Run 1, routed clock nets over the placement:
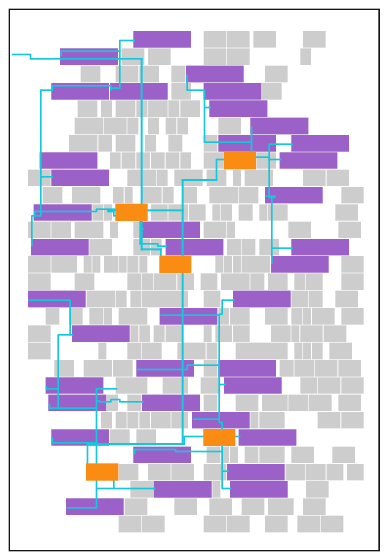
Run 1, sequential cells colored by netlist name:
Bar = 20 um. Other sequential cells in the stronger gray, the rest of the logic in the fainter gray.
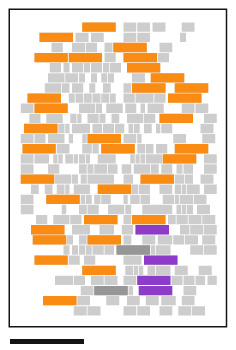
Run 1, placement by cell class:
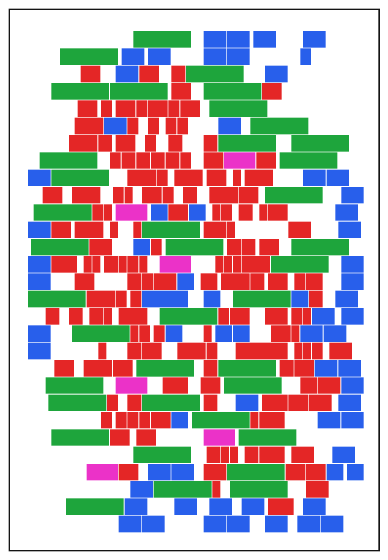
<file path="src/rtl/flag_branch_unit_if.sv">
// Bundles the ALU flag inputs, branch request/pipeline controls and the
// registered flag/decision/counter outputs of flag_branch_unit.
interface flag_branch_unit_if #(
  parameter int CNT_W = 32
);
  logic             alu_zero;
  logic             alu_negative;
  logic             alu_carry;
  logic             alu_overflow;
  logic             set_flags;
  logic             br_valid;
  logic [1:0]       br_type;
  logic [3:0]       cond;
  logic             stall;
  logic             flush;
  logic [3:0]       flags;
  logic             br_out_valid;
  logic             br_taken;
  logic [CNT_W-1:0] taken_count;

  modport master (
    output alu_zero, alu_negative, alu_carry, alu_overflow, set_flags,
    output br_valid, br_type, cond, stall, flush,
    input  flags, br_out_valid, br_taken, taken_count
  );

  modport slave (
    input  alu_zero, alu_negative, alu_carry, alu_overflow, set_flags,
    input  br_valid, br_type, cond, stall, flush,
    output flags, br_out_valid, br_taken, taken_count
  );
endinterface

</file>
<file path="src/rtl/flag_branch_unit.sv">
// NZCV flag register plus branch evaluation (B.cond/CBZ/CBNZ/B) with a
// one-cycle registered decision and a saturating taken-branch counter.
module flag_branch_unit #(
  parameter int CNT_W = 32
) (
  input  logic             clk,
  input  logic             reset,
  flag_branch_unit_if.slave bus
);

  logic [3:0]       flags_q, flags_d;
  logic             valid_q, valid_d;
  logic             taken_q, taken_d;
  logic [CNT_W-1:0] count_q, count_d;

  logic [3:0] alu_nzcv;
  logic [3:0] eff;
  logic       eff_n, eff_z, eff_c, eff_v;
  logic       cond_true;
  logic       taken;
  logic       advance;

  assign alu_nzcv = {bus.alu_negative, bus.alu_zero, bus.alu_carry, bus.alu_overflow};
  // Bypass lets a B.cond right behind ADDS/SUBS see the new flags without a bubble.
  assign eff      = bus.set_flags ? alu_nzcv : flags_q;
  assign {eff_n, eff_z, eff_c, eff_v} = eff;
  assign advance  = !bus.stall && !bus.flush;

  always_comb begin
    cond_true = 1'b1;
    unique case (bus.cond)
      4'h0: cond_true = eff_z;
      4'h1: cond_true = !eff_z;
      4'h2: cond_true = eff_c;
      4'h3: cond_true = !eff_c;
      4'h4: cond_true = eff_n;
      4'h5: cond_true = !eff_n;
      4'h6: cond_true = eff_v;
      4'h7: cond_true = !eff_v;
      4'h8: cond_true = eff_c && !eff_z;
      4'h9: cond_true = !eff_c || eff_z;
      4'hA: cond_true = (eff_n == eff_v);
      4'hB: cond_true = (eff_n != eff_v);
      4'hC: cond_true = !eff_z && (eff_n == eff_v);
      4'hD: cond_true = eff_z || (eff_n != eff_v);
      default: cond_true = 1'b1;  // AL and NV both execute
    endcase
  end

  always_comb begin
    taken = 1'b1;
    unique case (bus.br_type)
      2'b00: taken = cond_true;
      2'b01: taken = bus.alu_zero;
      2'b10: taken = !bus.alu_zero;
      default: taken = 1'b1;
    endcase
  end

  always_comb begin
    flags_d = flags_q;
    valid_d = valid_q;
    taken_d = taken_q;
    count_d = count_q;
    if (advance && bus.set_flags) begin
      flags_d = alu_nzcv;
    end
    if (bus.flush) begin
      valid_d = 1'b0;
      taken_d = 1'b0;
    end else if (!bus.stall) begin
      valid_d = bus.br_valid;
      taken_d = bus.br_valid && taken;
      if (bus.br_valid && taken && (count_q != {CNT_W{1'b1}})) begin
        count_d = count_q + {{(CNT_W-1){1'b0}}, 1'b1};
      end
    end
  end

  always_ff @(posedge clk or negedge reset) begin
    if (!reset) begin
      flags_q <= 4'b0000;
      valid_q <= 1'b0;
      taken_q <= 1'b0;
      count_q <= '0;
    end else begin
      flags_q <= flags_d;
      valid_q <= valid_d;
      taken_q <= taken_d;
      count_q <= count_d;
    end
  end

  assign bus.flags        = flags_q;
  assign bus.br_out_valid = valid_q;
  assign bus.br_taken     = taken_q;
  assign bus.taken_count  = count_q;

endmodule

</file>
<file path="src/flat_wrapper.sv">
// flat-port wrapper written by rule: the top's interface ports become plain ports
module flag_branch_unit_flat 
#(
  parameter int CNT_W = 32
)
  (clk, reset, bus_alu_zero, bus_alu_negative, bus_alu_carry, bus_alu_overflow, bus_set_flags, bus_br_valid, bus_br_type, bus_cond, bus_stall, bus_flush, bus_flags, bus_br_out_valid, bus_br_taken, bus_taken_count);
  flag_branch_unit_if #(.CNT_W(CNT_W)) bus_i ();
  input  logic clk;
  input  logic reset;
  input wire logic [$bits(bus_i.alu_zero)-1:0] bus_alu_zero;
  input wire logic [$bits(bus_i.alu_negative)-1:0] bus_alu_negative;
  input wire logic [$bits(bus_i.alu_carry)-1:0] bus_alu_carry;
  input wire logic [$bits(bus_i.alu_overflow)-1:0] bus_alu_overflow;
  input wire logic [$bits(bus_i.set_flags)-1:0] bus_set_flags;
  input wire logic [$bits(bus_i.br_valid)-1:0] bus_br_valid;
  input wire logic [$bits(bus_i.br_type)-1:0] bus_br_type;
  input wire logic [$bits(bus_i.cond)-1:0] bus_cond;
  input wire logic [$bits(bus_i.stall)-1:0] bus_stall;
  input wire logic [$bits(bus_i.flush)-1:0] bus_flush;
  output wire logic [$bits(bus_i.flags)-1:0] bus_flags;
  output wire logic [$bits(bus_i.br_out_valid)-1:0] bus_br_out_valid;
  output wire logic [$bits(bus_i.br_taken)-1:0] bus_br_taken;
  output wire logic [$bits(bus_i.taken_count)-1:0] bus_taken_count;
  assign bus_i.alu_zero = bus_alu_zero;
  assign bus_i.alu_negative = bus_alu_negative;
  assign bus_i.alu_carry = bus_alu_carry;
  assign bus_i.alu_overflow = bus_alu_overflow;
  assign bus_i.set_flags = bus_set_flags;
  assign bus_i.br_valid = bus_br_valid;
  assign bus_i.br_type = bus_br_type;
  assign bus_i.cond = bus_cond;
  assign bus_i.stall = bus_stall;
  assign bus_i.flush = bus_flush;
  assign bus_flags = bus_i.flags;
  assign bus_br_out_valid = bus_i.br_out_valid;
  assign bus_br_taken = bus_i.br_taken;
  assign bus_taken_count = bus_i.taken_count;
  flag_branch_unit #(.CNT_W(CNT_W)) u_core (.clk(clk), .reset(reset), .bus(bus_i));
endmodule
</file>
<file path="config.mk">
export PLATFORM = sky130hd
export DESIGN_NAME = flag_branch_unit_flat
export DESIGN_NICKNAME = d
export VERILOG_FILES = /design/src/rtl/flag_branch_unit_if.sv /design/src/rtl/flag_branch_unit.sv /design/src/flat_wrapper.sv
export SDC_FILE = /design/constraint.sdc
export NUM_CORES = 1
export LEC_CHECK = 0
export CORE_ASPECT_RATIO = 1.5
export CORE_MARGIN = 2
export CORE_UTILIZATION = 49
export DETAILED_ROUTE_END_ITERATION = 8
export PLACE_DENSITY = 0.85
export SYNTH_ARGS = -nofsm -noshare
export SYNTH_HDL_FRONTEND = slang
export SYNTH_SLANG_ARGS = --single-unit
</file>
<file path="constraint.sdc">
create_clock -name clk -period 2.8 [get_ports clk]
set_clock_uncertainty 0.2 [all_clocks]
set_input_delay 0.28 -clock clk [delete_from_list [all_inputs] [get_ports clk]]
set_output_delay 0.28 -clock clk [all_outputs]
set_load 0.02 [all_outputs]
</file>
==> impl_metrics.py, run 1 <==
# Generated from Yosys and OpenROAD reports
metrics = {
    "status": {
        "status": "finished clean",
    },
    "layout": {
        "final_layout_top_logic_cells": "clkdlybuf4s50_1 (52), dfrtp_1 (38), xor2_1 (30), nor3_1 (18), nand2_1 (18)",
        "logic_gates": 153,
        "clkbuf_count": 6,
        "logic_area_sq_um": 1120,
    },
    "logic_synthesis": {
        "ys_warn_count": 0,
        "adder_share": 0.00586,
        "numSynthFlops": 38,
        "yosys-stat-cells": 202,
        "synth_area_sq_um": 2140,
        "edf_count": 0,
    },
    "timing": {
        "setup_ws_ns": 0.116,
        "grt_setup_unrepaired": "no",
        "hold_violations": 0,
        "setup_viol": 0,
    },
    "route": {
        "drt_iter0_markers": 53,
        "routed_wl_um": 4840,
        "dr.pass1.iters": 4,
    },
    "cts": {
        "cts-root-buf": "clkbuf_8",
        "hold_buffers": 1,
        "cts_resized": 0,
    },
    "setup_path": {
        "worstPathMaxFanout": 9,
        "crit_buf_inv": 3,
        "arrival_ns": 2.65,
        "startpoint_type": "input port",
    },
    "min_path": {
        "hold_start": "u_core.bus.taken_count[12]",
        "hp-class": "flop to flop",
    },
    "power": {
        "p_comb_mw": 0.315,
        "combPwrFrac": 0.238,
        "design_power_total_mw": 1.32,
        "p_leak_nw": 1.29,
        "p_switching_mw": 0.384,
    },
    "placement": {
        "dp_hpwl_um": 3740,
    },
    "grt": {
        "grtUsageMet3": 0.0427,
    },
}
## Picture notes: 'routed clock nets over the placement'
legend:
  cells driving clock nets:
    color: orange
    count: 5
  flip-flops:
    color: purple
    count: 38
  clock wires:
    color: cyan
    length: 463 um
routed clock nets: 6
flops lie: all over the die
Clock power frac: 0.277
insertion delay at the late pin of the worst-skew pair: 0.29 ns

## Picture notes: 'sequential cells colored by netlist name'
legend:
  `u_core.bus.flags`:
    color: purple
    flops: 4
  `u_core.bus.taken_count`:
    color: orange
    flops: 32
not colored: 2
Seq/total area: 0.332
FF+latch area: 951 sq um
final core utilization: 0.681

## Picture notes: 'placement by cell class'
legend:
  clock drivers and dummy loads:
    color: magenta
    cells: 6
  all other logic:
    color: red
    cells: 155
  flip-flops:
    color: green
    cells: 38
  other buffers and delay cells:
    color: blue
    cells: 67
row cnt: 29
fin area: 2870 sq um

==> run 1: state kept, by name, summed over array words and instances, names as in the netlist <==
name / cells
u_core.bus.br_out_valid: 1
u_core.bus.br_taken: 1
u_core.bus.taken_count: 32
u_core.bus.flags: 4
==> run 1: cell usage after synthesis, drive strengths merged (2+ instances only) <==
cell    count  area share
nand4      10       0.029
dfrtp      38        0.45
mux2i       7       0.033
and2        4       0.012
nand2      18       0.032
nor4       13       0.076
nor2b       2      0.0059
nor3       20       0.052
inv         2      0.0035
nand3      13       0.030
buf         6       0.021
nor2        7       0.012
xnor2       3       0.012
mux2        6       0.032
clkbuf      3      0.0053
and3        6       0.018
xor2       30        0.12
--- run 2 (diff from run 1) ---
ABC_AREA = 0   (was default)
PLACE_DENSITY = default   (was 0.85)
PLACE_DENSITY_LB_ADDON = 0.3   (was default)
==> run 2 against run 1 <==
Critical path depth is 1 lower. Design area is 2.4% higher. Combinational power hardly changed. Non-clock buffer count is 1 higher. Critical path type unchanged. Largest power group unchanged.
==> impl_metrics.py, run 2 <==
# Generated from Yosys and OpenROAD reports
metrics = {
    "min_path": {
        "hold_start": "u_core.bus.taken_count[15]",
        "hp-class": "flop to flop",
        "min_path_cells": 1,
    },
    "logic_synthesis": {
        "top_cell": "dfrtp_1",
        "synth_area_sq_um": 2140,
        "yosys-top-cells-count": "dfrtp_1 (38), xor2_1 (30), nand2_1 (18), nor3_1 (18)",
        "top_area_frac": 0.445,
        "yosys-top-cells-area": "dfrtp_1 (45%), xor2_1 (12%), nor4_2 (7.6%)",
        "adder_share": 0.00586,
        "numSynthFlops": 38,
        "edf_count": 0,
        "yosys-stat-cells": 202,
        "yosysTopAreaCell": "dfrtp_1",
    },
    "layout": {
        "largest_cell_class": "multi-input combinational cells",
        "largest_reg_flops": 32,
        "final_layout_top_logic_cells": "clkdlybuf4s50_1 (51), dfrtp_1 (38), xor2_1 (30), nor3_1 (18), nand2_1 (18)",
        "logic_gates": 153,
    },
    "status": {
        "status": "finished clean",
    },
    "power": {
        "p_clk_frac": 0.375,
        "p_comb_mw": 0.317,
        "combPwrFrac": 0.207,
        "p_leak_nw": 1.34,
    },
    "timing": {
        "grt_setup_unrepaired": "no",
        "hold_violations": 0,
        "setup_ws_ns": 0.234,
    },
    "route": {
        "dr.pass1.iters": 4,
        "routed_wl_um": 4800,
        "drt_iter0_markers": 47,
    },
    "setup_path": {
        "worstPathMaxFanout": 21,
    },
    "cts": {
        "cts-root-buf": "clkbuf_8",
    },
    "grt": {
        "grtUsageMet3": 0.0381,
    },
    "placement": {
        "dp_hpwl_um": 3460,
    },
}
-- run 2: cell counts after synthesis --
No cell type changed its count.
-- run 2: repair_timing --
| item | 4_1_cts | 5_1_grt |
|---|---|---|
| gates resized | 0 | 1 |
| hold buffers | 1 | 0 |
| buffers inserted | 0 | 1 |
| setup endpoints to repair | 0 | 32 |
| endpoints found under the hold margin | 38 | 0 |
-- run 2: critical path: stages --
cell             delay (ns)
clkdlybuf4s50_1        0.52
mux2i_1                0.10
mux4_2                 0.49
xnor2_1                0.14
a221oi_1               0.29
o31a_2                 0.30
buf_12                 0.19
nor3_1                 0.08
xor2_1                 0.14
Run 2, placement by cell class:
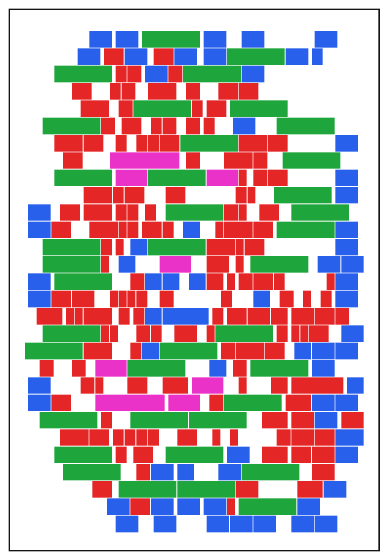
legend:
  flip-flops:
    color: green
    cells: 38
  all other logic:
    color: red
    cells: 155
  clock drivers and dummy loads:
    color: magenta
    cells: 8
  other buffers and delay cells:
    color: blue
    cells: 68
Core ar.: 4210 sq um
Seq/total area: 0.324
final core utilization: 0.697
fin area: 2940 sq um

Run 2, clock nets:
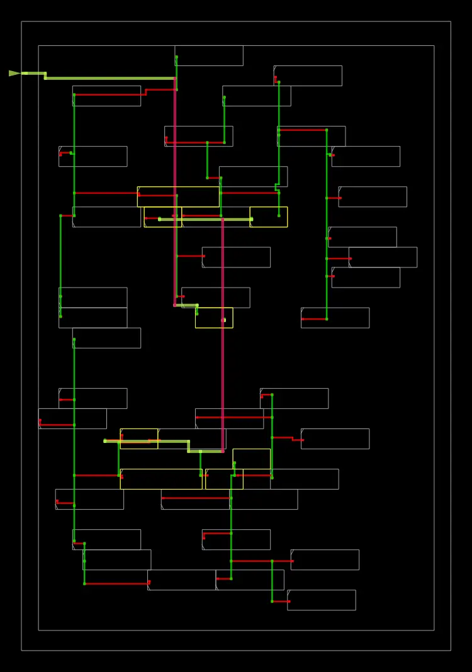
CTS sink cnt: 38
clock buffer count: 6

Power figures rest on the tool's default switching activity, not on a simulated workload.
